## src/rtl/aimbot_pkg.sv

```systemverilog
`default_nettype none
// ============================================================================
// Module   : aimbot_pkg
// Brief    : Shared scheduler state encoding, row width and camera ids.
// Revision : 1.0
// ============================================================================
package aimbot_pkg;

    typedef enum logic [1:0] {
        IDLE = 2'd0,
        LOAD = 2'd1,
        SEND = 2'd2,
        GAP  = 2'd3
    } sched_state_t;

    localparam int   ROW_W = 10;
    localparam logic CAM1  = 1'b0;
    localparam logic CAM2  = 1'b1;

endpackage
`default_nettype wire

```

## src/rtl/timeout_counter.sv

```systemverilog
`default_nettype none
// ============================================================================
// Module   : timeout_counter
// Brief    : Loadable down-counter; o_expired is high on the last counted cycle.
// Revision : 1.0
// ============================================================================
module timeout_counter #(
    parameter int WIDTH = 16
) (
    input  logic             clk,
    input  logic             rst,
    input  logic             i_load,
    input  logic [WIDTH-1:0] i_load_val,
    output logic             o_expired
);

    logic [WIDTH-1:0] r_cnt;

    always_ff @(posedge clk or posedge rst) begin
        if (rst) begin
            r_cnt <= '0;
        end else if (i_load) begin
            r_cnt <= i_load_val;
        end else if (r_cnt != '0) begin
            r_cnt <= r_cnt - 1'b1;
        end
    end

    // A value of N loaded on entry expires in the Nth cycle of the state.
    assign o_expired = (r_cnt == WIDTH'(1));

endmodule
`default_nettype wire

```

## src/rtl/udp_line_scheduler.sv

```systemverilog
`default_nettype none
// ============================================================================
// Module   : udp_line_scheduler
// Brief    : Paces camera lines into UDP packets (LOAD/SEND/GAP) with timeouts.
// Revision : 1.0
// ============================================================================
module udp_line_scheduler
    import aimbot_pkg::*;
#(
    parameter int V_ACT      = 720,
    parameter int GAP_CYCLES = 64,
    parameter int FRAME_DIV  = 1,
    parameter int TIMEOUT    = 16384
) (
    input  logic             clk,
    input  logic             rst,
    input  logic             en,
    input  logic             frame_start,
    input  logic             udp_connected,
    input  logic             lb_valid,
    input  logic             udp_done,
    input  logic             clr_err,
    output logic             lb_trig,
    output logic             udp_trig,
    output logic [ROW_W-1:0] cur_row,
    output logic             cur_cam,
    output logic             busy,
    output logic             frame_drop,
    output logic             timeout_err,
    output logic [15:0]      frame_cnt
);

    localparam int C_CNT_MAX = (TIMEOUT > GAP_CYCLES) ? TIMEOUT : GAP_CYCLES;
    localparam int C_CNT_W   = $clog2(C_CNT_MAX + 1);
    localparam int C_DIV_W   = (FRAME_DIV > 1) ? $clog2(FRAME_DIV) : 1;

    localparam logic [C_CNT_W-1:0] C_TIMEOUT  = C_CNT_W'(TIMEOUT);
    localparam logic [C_CNT_W-1:0] C_GAP      = C_CNT_W'(GAP_CYCLES);
    localparam logic [ROW_W-1:0]   C_LAST_ROW = ROW_W'(V_ACT - 1);
    localparam logic [C_DIV_W-1:0] C_DIV_LAST = C_DIV_W'(FRAME_DIV - 1);

    sched_state_t       r_state, w_next;
    logic [C_DIV_W-1:0] r_div, w_div_next;
    logic [C_CNT_W-1:0] w_load_val;
    logic               w_load, w_expired;
    logic               w_lb_trig, w_udp_trig, w_drop, w_timeout, w_frame_done, w_advance;
    logic               r_lb_trig, r_udp_trig, r_busy, r_drop, r_err, r_cam;
    logic [ROW_W-1:0]   r_row;
    logic [15:0]        r_frame_cnt;

    timeout_counter #(.WIDTH(C_CNT_W)) u_timer (
        .clk        (clk),
        .rst        (rst),
        .i_load     (w_load),
        .i_load_val (w_load_val),
        .o_expired  (w_expired)
    );

    always_comb begin
        w_next       = r_state;
        w_div_next   = r_div;
        w_load       = 1'b0;
        w_load_val   = '0;
        w_lb_trig    = 1'b0;
        w_udp_trig   = 1'b0;
        w_drop       = 1'b0;
        w_timeout    = 1'b0;
        w_frame_done = 1'b0;
        w_advance    = 1'b0;
        case (r_state)
            IDLE: begin
                if (frame_start) begin
                    if (en && udp_connected) begin
                        w_div_next = (r_div == C_DIV_LAST) ? '0 : r_div + 1'b1;
                        if (r_div == '0) begin
                            w_next     = LOAD;
                            w_lb_trig  = 1'b1;
                            w_load     = 1'b1;
                            w_load_val = C_TIMEOUT;
                        end
                    end else begin
                        w_drop = 1'b1;
                    end
                end
            end
            LOAD: begin
                // lb_valid coinciding with the trigger is stale and ignored.
                if (lb_valid && !r_lb_trig) begin
                    w_next     = SEND;
                    w_udp_trig = 1'b1;
                    w_load     = 1'b1;
                    w_load_val = C_TIMEOUT;
                end else if (w_expired) begin
                    w_next    = IDLE;
                    w_timeout = 1'b1;
                end
            end
            SEND: begin
                if (udp_done && !r_udp_trig) begin
                    w_next     = GAP;
                    w_load     = 1'b1;
                    w_load_val = C_GAP;
                end else if (w_expired) begin
                    w_next    = IDLE;
                    w_timeout = 1'b1;
                end
            end
            GAP: begin
                if (w_expired) begin
                    if (r_cam == CAM2 && r_row == C_LAST_ROW) begin
                        w_next       = IDLE;
                        w_frame_done = 1'b1;
                    end else begin
                        w_next     = LOAD;
                        w_advance  = 1'b1;
                        w_lb_trig  = 1'b1;
                        w_load     = 1'b1;
                        w_load_val = C_TIMEOUT;
                    end
                end
            end
            default: w_next = IDLE;
        endcase

        if (r_state != IDLE) begin
            w_drop = frame_start;
            // Link loss overrides any handshake, timeout or frame completion.
            if (!udp_connected) begin
                w_next       = IDLE;
                w_lb_trig    = 1'b0;
                w_udp_trig   = 1'b0;
                w_timeout    = 1'b0;
                w_frame_done = 1'b0;
                w_advance    = 1'b0;
            end
            if (w_next == IDLE) begin
                w_load     = 1'b1;
                w_load_val = '0;
            end
        end
    end

    always_ff @(posedge clk or posedge rst) begin
        if (rst) begin
            r_state     <= IDLE;
            r_div       <= '0;
            r_lb_trig   <= 1'b0;
            r_udp_trig  <= 1'b0;
            r_busy      <= 1'b0;
            r_drop      <= 1'b0;
            r_err       <= 1'b0;
            r_cam       <= CAM1;
            r_row       <= '0;
            r_frame_cnt <= '0;
        end else begin
            r_state    <= w_next;
            r_div      <= w_div_next;
            r_lb_trig  <= w_lb_trig;
            r_udp_trig <= w_udp_trig;
            r_busy     <= (w_next != IDLE);
            r_drop     <= w_drop;
            if (w_next == IDLE) begin
                r_row <= '0;
                r_cam <= CAM1;
            end else if (w_advance) begin
                if (r_cam == CAM1) begin
                    r_cam <= CAM2;
                end else begin
                    r_cam <= CAM1;
                    r_row <= r_row + 1'b1;
                end
            end
            if (w_frame_done) begin
                r_frame_cnt <= r_frame_cnt + 1'b1;
            end
            if (w_timeout) begin
                r_err <= 1'b1;
            end else if (clr_err) begin
                r_err <= 1'b0;
            end
        end
    end

    assign lb_trig     = r_lb_trig;
    assign udp_trig    = r_udp_trig;
    assign cur_row     = r_row;
    assign cur_cam     = r_cam;
    assign busy        = r_busy;
    assign frame_drop  = r_drop;
    assign timeout_err = r_err;
    assign frame_cnt   = r_frame_cnt;

endmodule
`default_nettype wire

```

## config.mk

```make
export PLATFORM = sky130hd
export DESIGN_NAME = udp_line_scheduler
export DESIGN_NICKNAME = d
export VERILOG_FILES = /design/src/rtl/aimbot_pkg.sv /design/src/rtl/timeout_counter.sv /design/src/rtl/udp_line_scheduler.sv
export SDC_FILE = /design/constraint.sdc
export NUM_CORES = 1
export LEC_CHECK = 0
export ABC_AREA = 1
export CORE_MARGIN = 3
export CORE_UTILIZATION = 30
export DETAILED_ROUTE_END_ITERATION = 8
export PLACE_DENSITY_LB_ADDON = 0.1
export REMOVE_ABC_BUFFERS = 1
export SYNTH_ARGS = -nofsm -noshare
export SYNTH_HDL_FRONTEND = slang
export SYNTH_SLANG_ARGS = --single-unit
```

## constraint.sdc

```tcl
create_clock -name clk -period 2.7 [get_ports clk]
set_clock_uncertainty 0.05 [all_clocks]
set_input_delay 0.27 -clock clk [delete_from_list [all_inputs] [get_ports clk]]
set_output_delay 0.27 -clock clk [all_outputs]
set_load 0.02 [all_outputs]
```

**Power grid**

Pins as bars on the die edge.
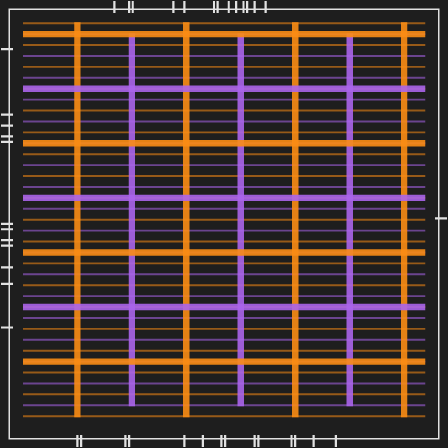
[VDD] purple
[VSS] orange
met4 straps: 7
met5 straps: 7
rows: 36
met1 rails: 37
signal pins: 40

**Clock wiring as the flow saved it**

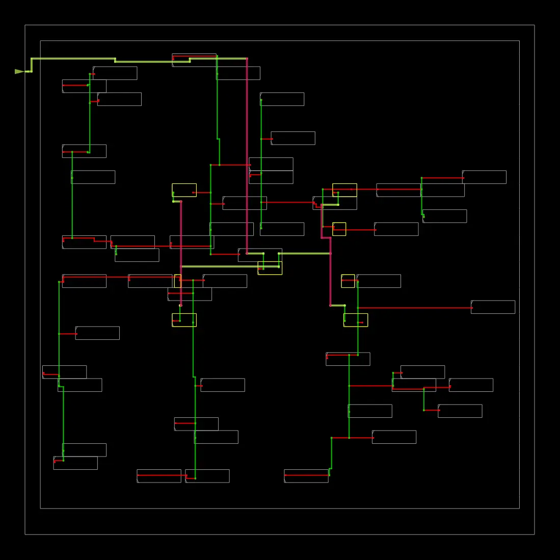
Seq cells: 49
CLK BUF: 6

**Signal wires on met1**

Supply wires on this layer in grey.
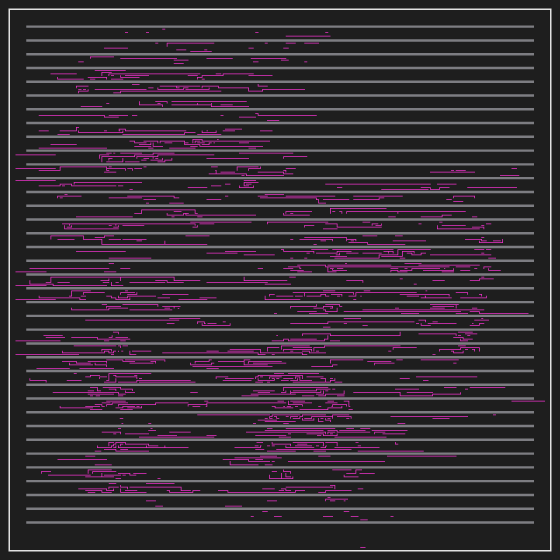
share of all routed wire: 49%
nets with wire on the layer: 377
main direction: horizontal
wire length on this layer: 3290 um

==> impl_metrics.tcl <==
# flow metrics
set metrics [dict create \
    slew_headroom_pct 55.4 \
    drc 0 \
    instances_no_fill 534 \
    period_used_pct 84.1 \
    cp_slowest_stage_delay_ns 0.45 \
    tightestPinTransition_ns 0.664 \
    die_h_um 107 \
    antenna_found_initial 0 \
    postSynthCellCount 355 \
    setup_tns_ns 0 \
    openroad.warnings 30 \
    pwr_density_cell_nw_per_um2 766 \
    die_width_um 107 \
    final_common_cell "nand2_1" \
    gp_congestion 0.846 \
    worstPathRequired_ns 2.86 \
    reg2reg_depth 13 \
    critPathCapture "u_timer.r_cnt[6]" \
    whs_ns 0.286 \
    most-common-layout-cells "56 x nand2_1, 49 x dfrtp_1, 45 x inv_1" \
    rrSetupSlack_ns 0.43 \
    cts_root_buf "clkbuf_8" \
    drv_slew 0 \
    fill_cells 1076 \
    rows 36 \
    drive_above_1_share_pct 15.7 \
    design_area_um2 3680 \
    endpoint_kind "flip-flop" \
    grt.total_usage_pct 12.6 \
    placed_area_um2 3590 \
    async_reset_ff_share_pct 100 \
    dp_hpwl_um 5170 \
    antenna_cells 0 \
    ant_nets 0 \
    grt_overflow_total 0 \
    status "finished, final reports clean" \
    crit_type "reg -> reg" \
    critPathLaunch "r_state[0]" \
    postLayoutCoreUtil_pct 37.4 \
    ys_warn_count 0 \
    drt_iter0_drc 72 \
    ys.flops 49 \
    crit_arrival_ns 2.43 \
    cts_inserted_buffers 5 \
    wl_per_cell_um 12.6 \
    flop_cell "dfrtp_1" \
    hold_viol 0 \
    portBuffers 39 \
    setup_viol_count_final 0 \
    yosys_cells 355 \
    rsz0062_at_grt "no" \
    crit_chain "inv_1 -> ha_1 -> nand2_1 -> o21ai_0 -> inv_1 -> nand3_2 -> nand2_2 -> nand2_2 -> nand2_4 -> inv_2 -> nand2_1 -> nand2_1 -> inv_1" \
    avgSynthCellArea_um2 8.56 \
    nets 417 \
    synth_area_um2 3040 \
    cp_num_buf_inv 4 \
    r2r_start "r_state[0]" \
    boundaryPins 40 \
    critical_path.max_fanout 12 \
    htree_num_levels 2 \
    cts_tree "built" \
    edf_count 0 \
    synth_cell_types 33 \
    clk_latency_ns 0.31 \
    num_vias 2363 \
    startpoint_type "flip-flop" \
    grt_pass1_wl_um 11600 \
    crit_slowest_cell "dfrtp_1" \
    crit_family "simple AND/OR/NAND/NOR gates" \
    path_clk_slew_ns 0.10 \
    pre_cts_ws_ns 0.437 \
    cp.depth 13 \
    cap_violations 0 \
    drt_pass1_iterations 4 \
    max_clock_freq_ghz 0.440 \
    grt_pass1_vias 2422 \
    cts_buffer_depth 2 \
    grt_start_max_net_pins 27 \
    syn_to_final_growth_pct 21.0 \
    yosysSeqAreaShare_pct 40.3 \
    die-area_um2 11400 \
    ys_chip_area_um2 3040 \
    dp_cells 526 \
    min_period_ns 2.27 \
    ir_drop_uv 350 \
    min_path_type "in -> async" \
    wirelength_um 6720 \
    cts_sinks 49 \
    fin_ws_ns 0.429 \
    p_leak_nw 1.64 \
]
**Selected gate families**

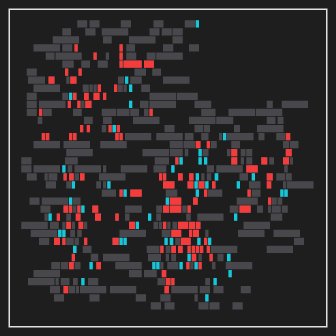
[inverters] cyan | cells: 52 | most used: inv_1
[NAND gates] red | cells: 110 | most used: nand2_1

**Sequential cells coloured by netlist name**

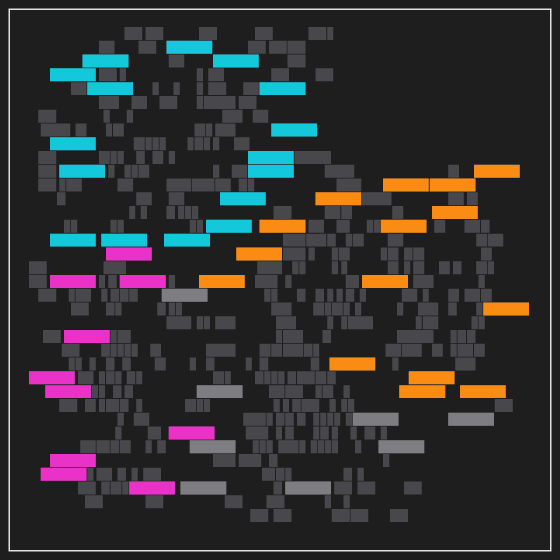
[cur_row] magenta | flops: 10
[u_timer.r_cnt] orange | flops: 15
[frame_cnt] cyan | flops: 16
not coloured: 8

[final cells by class]
type / count / area, um2 / area share (%)
inverter: 52 / 195 / 5.31
timing repair buffer: 41 / 418 / 11.4
tap: 133 / 166 / 4.53
clock buffer: 6 / 72.6 / 1.97
clock inverter: 2 / 15.0 / 0.408
multi-input combinational: 251 / 1580 / 43.1
sequential: 49 / 1230 / 33.3
[per-layer routing]
layer / wire length, um / part of all wire [%] / track usage (%)
met1: 3290 / 49 / 17.2
met4: 85 / 1.3 / 3.84
met2: 3200 / 48 / 20.3
met5: 0 / 0 / 0
met3: 144 / 2.1 / 2.41
[cell families after synthesis]
group,after synthesis,synth area share (%)
AND-OR/OR-AND,28,5.35
XOR/XNOR,31,9.18
adder cells (fa/ha/maj),9,3.71
buffers and inverters,55,7.53
flip-flops,49,40.3
AND/OR/NAND/NOR,183,33.9
[Yosys cell counts, types with 6 or more instances]
master   instances  area, um2
nand2_4          6       67.6
nand4_1         11       68.8
nor2_2          13       81.3
o21ai_0          8       40.0
xor2_1          22        193
inv_1           46        173
a21oi_1          9       45.0
nand3_1         23        115
nor3_1           9       45.0
nand2_2          9       56.3
xnor2_1          8       70.1
nor2_1          33        124
nor2_4           8       90.1
ha_1             9        113
dfrtp_1         49       1230
nand2_1         56        210
[flip-flops by register name, summed over array words and instances (netlist names)]
| signal | count |
|---|---|
| busy | 1 |
| frame_drop | 1 |
| udp_trig | 1 |
| r_state | 2 |
| cur_cam | 1 |
| cur_row | 10 |
| lb_trig | 1 |
| u_timer.r_cnt | 15 |
| timeout_err | 1 |
| frame_cnt | 16 |
[power by group]
part	switching (mW)	internal, mW
clock	0.259	0.183
sequential	0.115	0.847
combinational	0.918	0.493
